$ cat src/rtl/face_preprocess_pkg.sv
// Shared constants for the face-detection pre-processing stage: FSM encodings,
// 3x3 Gaussian kernel table and datapath widths.
package face_preprocess_pkg;

    localparam int PIX_W_DEF = 8;
    localparam int ACC_W     = 12;

    localparam logic [1:0] ST_IDLE  = 2'd0;
    localparam logic [1:0] ST_ACCUM = 2'd1;
    localparam logic [1:0] ST_WRITE = 2'd2;
    localparam logic [1:0] ST_DONE  = 2'd3;

    // Tap k (raster order, k = 3*dr + dc) occupies bits [3k +: 3]
    localparam logic [26:0] KERNEL_W = {3'd1, 3'd2, 3'd1,
                                        3'd2, 3'd4, 3'd2,
                                        3'd1, 3'd2, 3'd1};

    function automatic logic [2:0] tap_weight(input logic [3:0] tap);
        return KERNEL_W[3*tap +: 3];
    endfunction

endpackage

$ cat src/rtl/face_pp_addr_gen.sv
// Raster row/col and 3x3 tap counters; produces the neighbour read address,
// the centre write address, the tap weight and border/first/last flags.
module face_pp_addr_gen
    import face_preprocess_pkg::*;
#(
    parameter int IMG_WIDTH  = 64,
    parameter int IMG_HEIGHT = 64,
    parameter int AW         = $clog2(IMG_WIDTH*IMG_HEIGHT)
) (
    input  logic          clk,
    input  logic          reset,
    input  logic          frame_clr_i,
    input  logic          tap_adv_i,
    input  logic          pix_adv_i,
    output logic [AW-1:0] rd_addr_o,
    output logic [AW-1:0] pix_addr_o,
    output logic [2:0]    weight_o,
    output logic          border_o,
    output logic          first_tap_o,
    output logic          last_tap_o,
    output logic          last_pixel_o
);

    localparam int RW = $clog2(IMG_HEIGHT);
    localparam int CW = $clog2(IMG_WIDTH);
    localparam logic [RW-1:0] ROW_LAST = RW'(IMG_HEIGHT-1);
    localparam logic [CW-1:0] COL_LAST = CW'(IMG_WIDTH-1);

    logic [RW-1:0] row_q, row_d;
    logic [CW-1:0] col_q, col_d;
    logic [1:0]    tr_q, tr_d, tc_q, tc_d;

    always_comb begin
        row_d = row_q;
        col_d = col_q;
        tr_d  = tr_q;
        tc_d  = tc_q;
        if (frame_clr_i) begin
            row_d = '0;
            col_d = '0;
            tr_d  = '0;
            tc_d  = '0;
        end else if (pix_adv_i) begin
            tr_d = '0;
            tc_d = '0;
            if (col_q == COL_LAST) begin
                col_d = '0;
                row_d = (row_q == ROW_LAST) ? '0 : row_q + RW'(1);
            end else begin
                col_d = col_q + CW'(1);
            end
        end else if (tap_adv_i) begin
            if (tc_q == 2'd2) begin
                tc_d = '0;
                tr_d = tr_q + 2'd1;
            end else begin
                tc_d = tc_q + 2'd1;
            end
        end
    end

    always_ff @(posedge clk) begin
        if (reset) begin
            row_q <= '0;
            col_q <= '0;
            tr_q  <= '0;
            tc_q  <= '0;
        end else begin
            row_q <= row_d;
            col_q <= col_d;
            tr_q  <= tr_d;
            tc_q  <= tc_d;
        end
    end

    assign border_o     = (row_q == '0) || (row_q == ROW_LAST) ||
                          (col_q == '0) || (col_q == COL_LAST);
    assign first_tap_o  = (tr_q == 2'd0) && (tc_q == 2'd0);
    assign last_tap_o   = border_o || ((tr_q == 2'd2) && (tc_q == 2'd2));
    assign last_pixel_o = (row_q == ROW_LAST) && (col_q == COL_LAST);
    assign weight_o     = tap_weight(4'(tr_q) * 4'd3 + 4'(tc_q));

    assign pix_addr_o = AW'(row_q) * AW'(IMG_WIDTH) + AW'(col_q);
    // Offset (tr-1, tc-1) from the centre; only meaningful for interior pixels
    assign rd_addr_o  = border_o ? pix_addr_o
                      : pix_addr_o + AW'(tr_q) * AW'(IMG_WIDTH) + AW'(tc_q) - AW'(IMG_WIDTH + 1);

endmodule

$ cat src/rtl/face_preprocess.sv
// 3x3 Gaussian smoothing of one frame from img_mem into out_mem, start/done handshake.
// Optional FACE_PREPROCESS_BINARIZE_EN thresholds every written pixel against THRESH.
module face_preprocess
    import face_preprocess_pkg::*;
#(
    parameter int               IMG_WIDTH  = 64,
    parameter int               IMG_HEIGHT = 64,
    parameter int               PIX_W      = PIX_W_DEF,
    parameter logic [PIX_W-1:0] THRESH     = PIX_W'(8'h80)
) (
    input  logic clk,
    input  logic reset,
    input  logic start,
    output logic done
);

    localparam int NPIX = IMG_WIDTH * IMG_HEIGHT;
    localparam int AW   = $clog2(NPIX);
`ifdef FACE_PREPROCESS_BINARIZE_EN
    localparam bit BINARIZE = 1'b1;
`else
    localparam bit BINARIZE = 1'b0;
`endif

    logic [PIX_W-1:0] img_mem [0:NPIX-1];
    logic [PIX_W-1:0] out_mem [0:NPIX-1];

    logic [1:0]       state_q, state_d;
    logic             done_q, done_d;
    logic [ACC_W-1:0] acc_q, acc_d;

    logic             frame_clr, tap_adv, pix_adv, wr_en;
    logic [AW-1:0]    rd_addr, pix_addr;
    logic [2:0]       weight;
    logic             border, first_tap, last_tap, last_pixel;
    logic [PIX_W-1:0] pix, result, wr_data;

    face_pp_addr_gen #(
        .IMG_WIDTH  (IMG_WIDTH),
        .IMG_HEIGHT (IMG_HEIGHT),
        .AW         (AW)
    ) u_addr_gen (
        .clk          (clk),
        .reset        (reset),
        .frame_clr_i  (frame_clr),
        .tap_adv_i    (tap_adv),
        .pix_adv_i    (pix_adv),
        .rd_addr_o    (rd_addr),
        .pix_addr_o   (pix_addr),
        .weight_o     (weight),
        .border_o     (border),
        .first_tap_o  (first_tap),
        .last_tap_o   (last_tap),
        .last_pixel_o (last_pixel)
    );

    assign pix = img_mem[rd_addr];

    always_comb begin
        result = border ? acc_q[PIX_W-1:0] : acc_q[ACC_W-1 -: PIX_W];
        if (BINARIZE) begin
            wr_data = (result >= THRESH) ? '1 : '0;
        end else begin
            wr_data = result;
        end
    end

    always_comb begin
        state_d   = state_q;
        done_d    = done_q;
        acc_d     = acc_q;
        frame_clr = 1'b0;
        tap_adv   = 1'b0;
        pix_adv   = 1'b0;
        wr_en     = 1'b0;
        case (state_q)
            ST_IDLE, ST_DONE: begin
                if (start) begin
                    state_d   = ST_ACCUM;
                    done_d    = 1'b0;
                    frame_clr = 1'b1;
                end
            end
            ST_ACCUM: begin
                // Border pixels are copied; interior taps restart the sum on tap 0
                if (border) begin
                    acc_d = ACC_W'(pix);
                end else begin
                    acc_d = (first_tap ? '0 : acc_q) + ACC_W'(pix) * ACC_W'(weight);
                end
                if (last_tap) begin
                    state_d = ST_WRITE;
                end else begin
                    tap_adv = 1'b1;
                end
            end
            ST_WRITE: begin
                wr_en   = 1'b1;
                pix_adv = 1'b1;
                acc_d   = '0;
                if (last_pixel) begin
                    state_d = ST_DONE;
                    done_d  = 1'b1;
                end else begin
                    state_d = ST_ACCUM;
                end
            end
            default: state_d = ST_IDLE;
        endcase
    end

    always_ff @(posedge clk) begin
        if (reset) begin
            state_q <= ST_IDLE;
            done_q  <= 1'b0;
            acc_q   <= '0;
        end else begin
            state_q <= state_d;
            done_q  <= done_d;
            acc_q   <= acc_d;
        end
    end

    always_ff @(posedge clk) begin
        if (wr_en && !reset) begin
            out_mem[pix_addr] <= wr_data;
        end
    end

    assign done = done_q;

endmodule

$ cat config.mk
export PLATFORM = sky130hd
export DESIGN_NAME = face_preprocess
export DESIGN_NICKNAME = d
export VERILOG_FILES = /design/src/rtl/face_preprocess_pkg.sv /design/src/rtl/face_pp_addr_gen.sv /design/src/rtl/face_preprocess.sv
export SDC_FILE = /design/constraint.sdc
export NUM_CORES = 1
export LEC_CHECK = 0
export ABC_AREA = 1
export CAP_MARGIN = 15
export CORE_UTILIZATION = 60
export DETAILED_ROUTE_END_ITERATION = 7
export GPL_TIMING_DRIVEN = 0
export PLACE_DENSITY = 0.86
export SYNTH_ARGS = -nofsm -noshare
export SYNTH_HDL_FRONTEND = slang
export SYNTH_SLANG_ARGS = --single-unit
$ cat constraint.sdc
create_clock -name clk -period 3.3 [get_ports clk]
set_input_delay 0.66 -clock clk [delete_from_list [all_inputs] [get_ports clk]]
set_output_delay 0.66 -clock clk [all_outputs]
set_load 0.01 [all_outputs]
==> images/gates.png <==
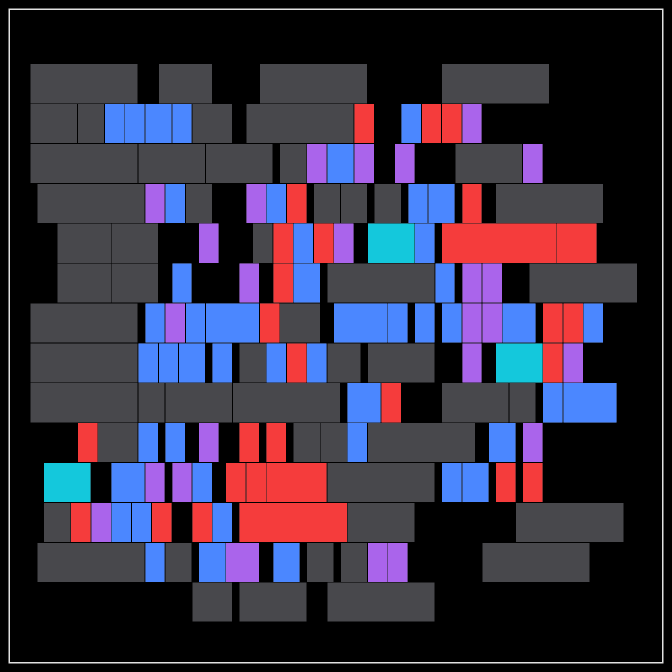
legend:
  xor and xnor cells:
    color: cyan
    cells: 3
  nand cells:
    color: blue
    cells: 47
  inv cells:
    color: purple
    cells: 25
  nor cells:
    color: red
    cells: 28

==> images/clock_wires.png <==
Scale bar: 10 um.
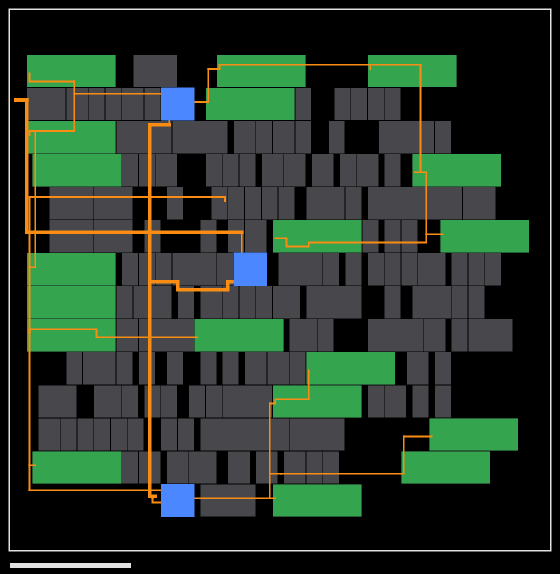
legend:
  clock-net drivers:
    color: blue
    count: 3
  clock wires:
    color: orange
    length: 268 um
  flip-flops:
    color: green
    count: 19
flops lie: widely spread
routed clock nets: 4

==> images/ff_map.png <==
Scale bar: 10 um.
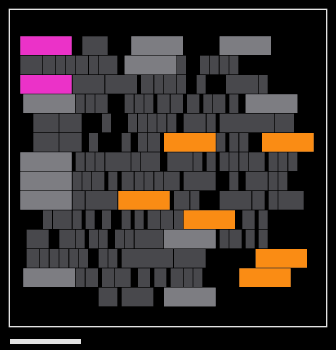
legend:
  `u_addr_gen.col_q`:
    color: orange
    sequential_cells: 6
  `state_q`:
    color: magenta
    sequential_cells: 2
not colored: 11

==> images/congestion_map.png <==
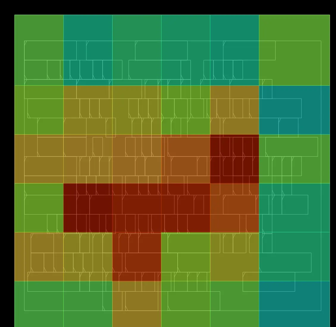
Finished Core Util: 0.733
layer with the highest usage: met2
Routed wire per std cell: 12.6 um
met2 usage: 0.459

==> images/class_map.png <==
Scale bar: 10 um.
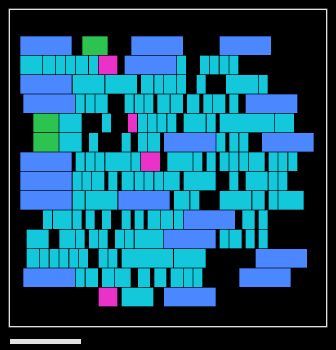
legend:
  remaining logic cells:
    color: cyan
    cells: 131
  registers:
    color: blue
    cells: 19
  remaining buffers and delay cells:
    color: green
    cells: 3
  clock drivers and dummy loads:
    color: magenta
    cells: 4

==> flow_summary.yaml <==
# generated from flow reports
outcome:
  status: "finished, final reports clean"
critical_path:
  cpPeakStageDelay_ns: 0.54
  reg2reg_slack_ns: 1.56
  cp-end-kind: "output pin"
  worstPathRequired_ns: 2.64
  path_cells: "clkdlybuf4s50_1"
  ff2ff_path_depth: 7
  reg2reg_from: "state_q[0]$_SDFFE_PP0P_"
  path_buffers: 1
  worst_path_max_delay_cell: "clkdlybuf4s50_1"
  path_max_fanout: 2
synth:
  top_cell: "nand2_1"
  synth_cell_type_count: 21
  syn_nets: 161
  synth.cell_area_mm2: 0.00108
  synth-async-reset-ratio: 0
  top_logic_kind: "simple AND/OR/NAND/NOR gates"
  yosysWarnings: 0
  synthTopCellsByArea: "dfxtp_1 35%, nand2_1 11%, ha_1 9.2%"
  ys_ff: 19
  simple_gate_area_frac: 0.336
  synth_seq_share: 0.351
  synthXorXnorAreaFrac: 0.0243
  yosysCellCount: 150
  ys_area_mm2: 0.00108
  top_area_cell: "dfxtp_1"
  synth_adder_area_share: 0.0925
  aoi_share: 0.106
power_and_ir_drop:
  swShare: 0.270
  switchingPower_mw: 0.110
  p_comb_mw: 0.0463
  p_per_area_mw_per_mm2: 347
  vdd_drop_max_mv: 0.329
  finalPower_mw: 0.406
  p_leak_nw: 0.501
  internal_power_mw: 0.296
die:
  dieWidth_um: 44.5
  ioPinCount: 4
  rows: 14
  core_area_mm2: 0.00159
sta:
  max_freq_mhz: 537
  tightestPinTransition_ns: 0.455
  rsz0062_at_grt: "no"
  period_used_share: 0.564
  holdWs_ns: 0.490
  post-route-min-period_ns: 1.86
clock_network:
  cts_sinks: 19
  cts_resized: 0
  cts.clk_slew.worst_paths_ns: 0.10
  cts_buffer_depth: 2
  cts_tree: "built"
  cts-root-buf: "clkbuf_4"
  htreeDepth: 1
  postCtsSetupRepairBufs: 0
routing:
  dr.first_iter.drc_count: 48
  drt-vias-per-instance: 5.38
  remaining_drc_errors: 0
  wirelength_mm: 2.28
  drt_pass1_iterations: 4
job:
  log.warning_count: 30
  max_cap_viol_count: 0
placed_design:
  dpl-instance-area_mm2: 0.00114
  port_buffers: 3
  gp_congestion: 0.846
  place_hpwl_mm: 1.74
  dp_cells: 177
grt:
  grt_overflow: 0
  grt_pass1_wl_mm: 3.92
  first_global_vias: 992
  antenna_found_initial: 0
worst_hold_path:
  worstHoldStart: "done$_SDFFE_PP0P_"
  holdPathEnd: "done$_SDFFE_PP0P_"
finish:
  fin_area_mm2: 0.00117
  drive_gt1_frac: 0.0892
  post_layout_nonfiller_instances: 181
  mostFrequentLayoutCell: "nand2_1"
  fill_cells: 123
  nNetsFinal: 169
## cell families (layout without fill, tap and decap cells)
kind of cell,after synthesis,after routing
simple gates,75,75
buf+inv,25,32
compound gates,20,20
flops,19,19
fa+ha+maj,8,8
xor+xnor,3,3
## worst register-to-register path: stages (launching register included)
cell and delay, ns:
dfxtp_1 0.40, inv_1 0.07, ha_1 0.35, a21oi_2 0.42, nand2_1 0.15, inv_1 0.12, o21ai_0 0.09, nor2_1 0.09
## state kept, by name, indices dropped and copies added, names as in the netlist
name              cells
done                  1
u_addr_gen.row_q      6
state_q               2
u_addr_gen.tr_q       2
u_addr_gen.col_q      6
u_addr_gen.tc_q       2
## worst max path at each step
stage | start | endpoint | slack, ns | cells past startpoint
2_1_floorplan | state_q[0]$_SDFFE_PP0P_ | u_addr_gen.row_q[5]$_SDFFE_PP0P_ | 1.89 | 6
3_3_place_gp | reset | u_addr_gen.tc_q[1]$_SDFFE_PP0P_ | 1.29 | 6
3_5_place_dp | reset | u_addr_gen.row_q[5]$_SDFFE_PP0P_ | 1.24 | 5
4_1_cts | done$_SDFFE_PP0P_ | done | 1.44 | 1
5_1_grt | done$_SDFFE_PP0P_ | done | 1.41 | 1
6_report | done$_SDFFE_PP0P_ | done | 1.44 | 1
## layout make-up
type	instances	area, um2	area share
multi-input combinational	106	606	0.518
sequential	19	380	0.325
inverter	25	96.3	0.0824
timing repair buffer	3	30.0	0.0257
tap	24	30.0	0.0257
clock buffer	4	26.3	0.0225
## metal layers
| metal | part of all wire | track usage | vias to the layer above |
|---|---|---|---|
| li1 | - | - | 487 |
| met2 | 0.48 | 0.459 | 35 |
| met1 | 0.43 | 0.310 | 436 |
| met3 | 0.043 | 0.0449 | 15 |
| met5 | 0 | 0 | - |
| met4 | 0.043 | 0.206 | 0 |
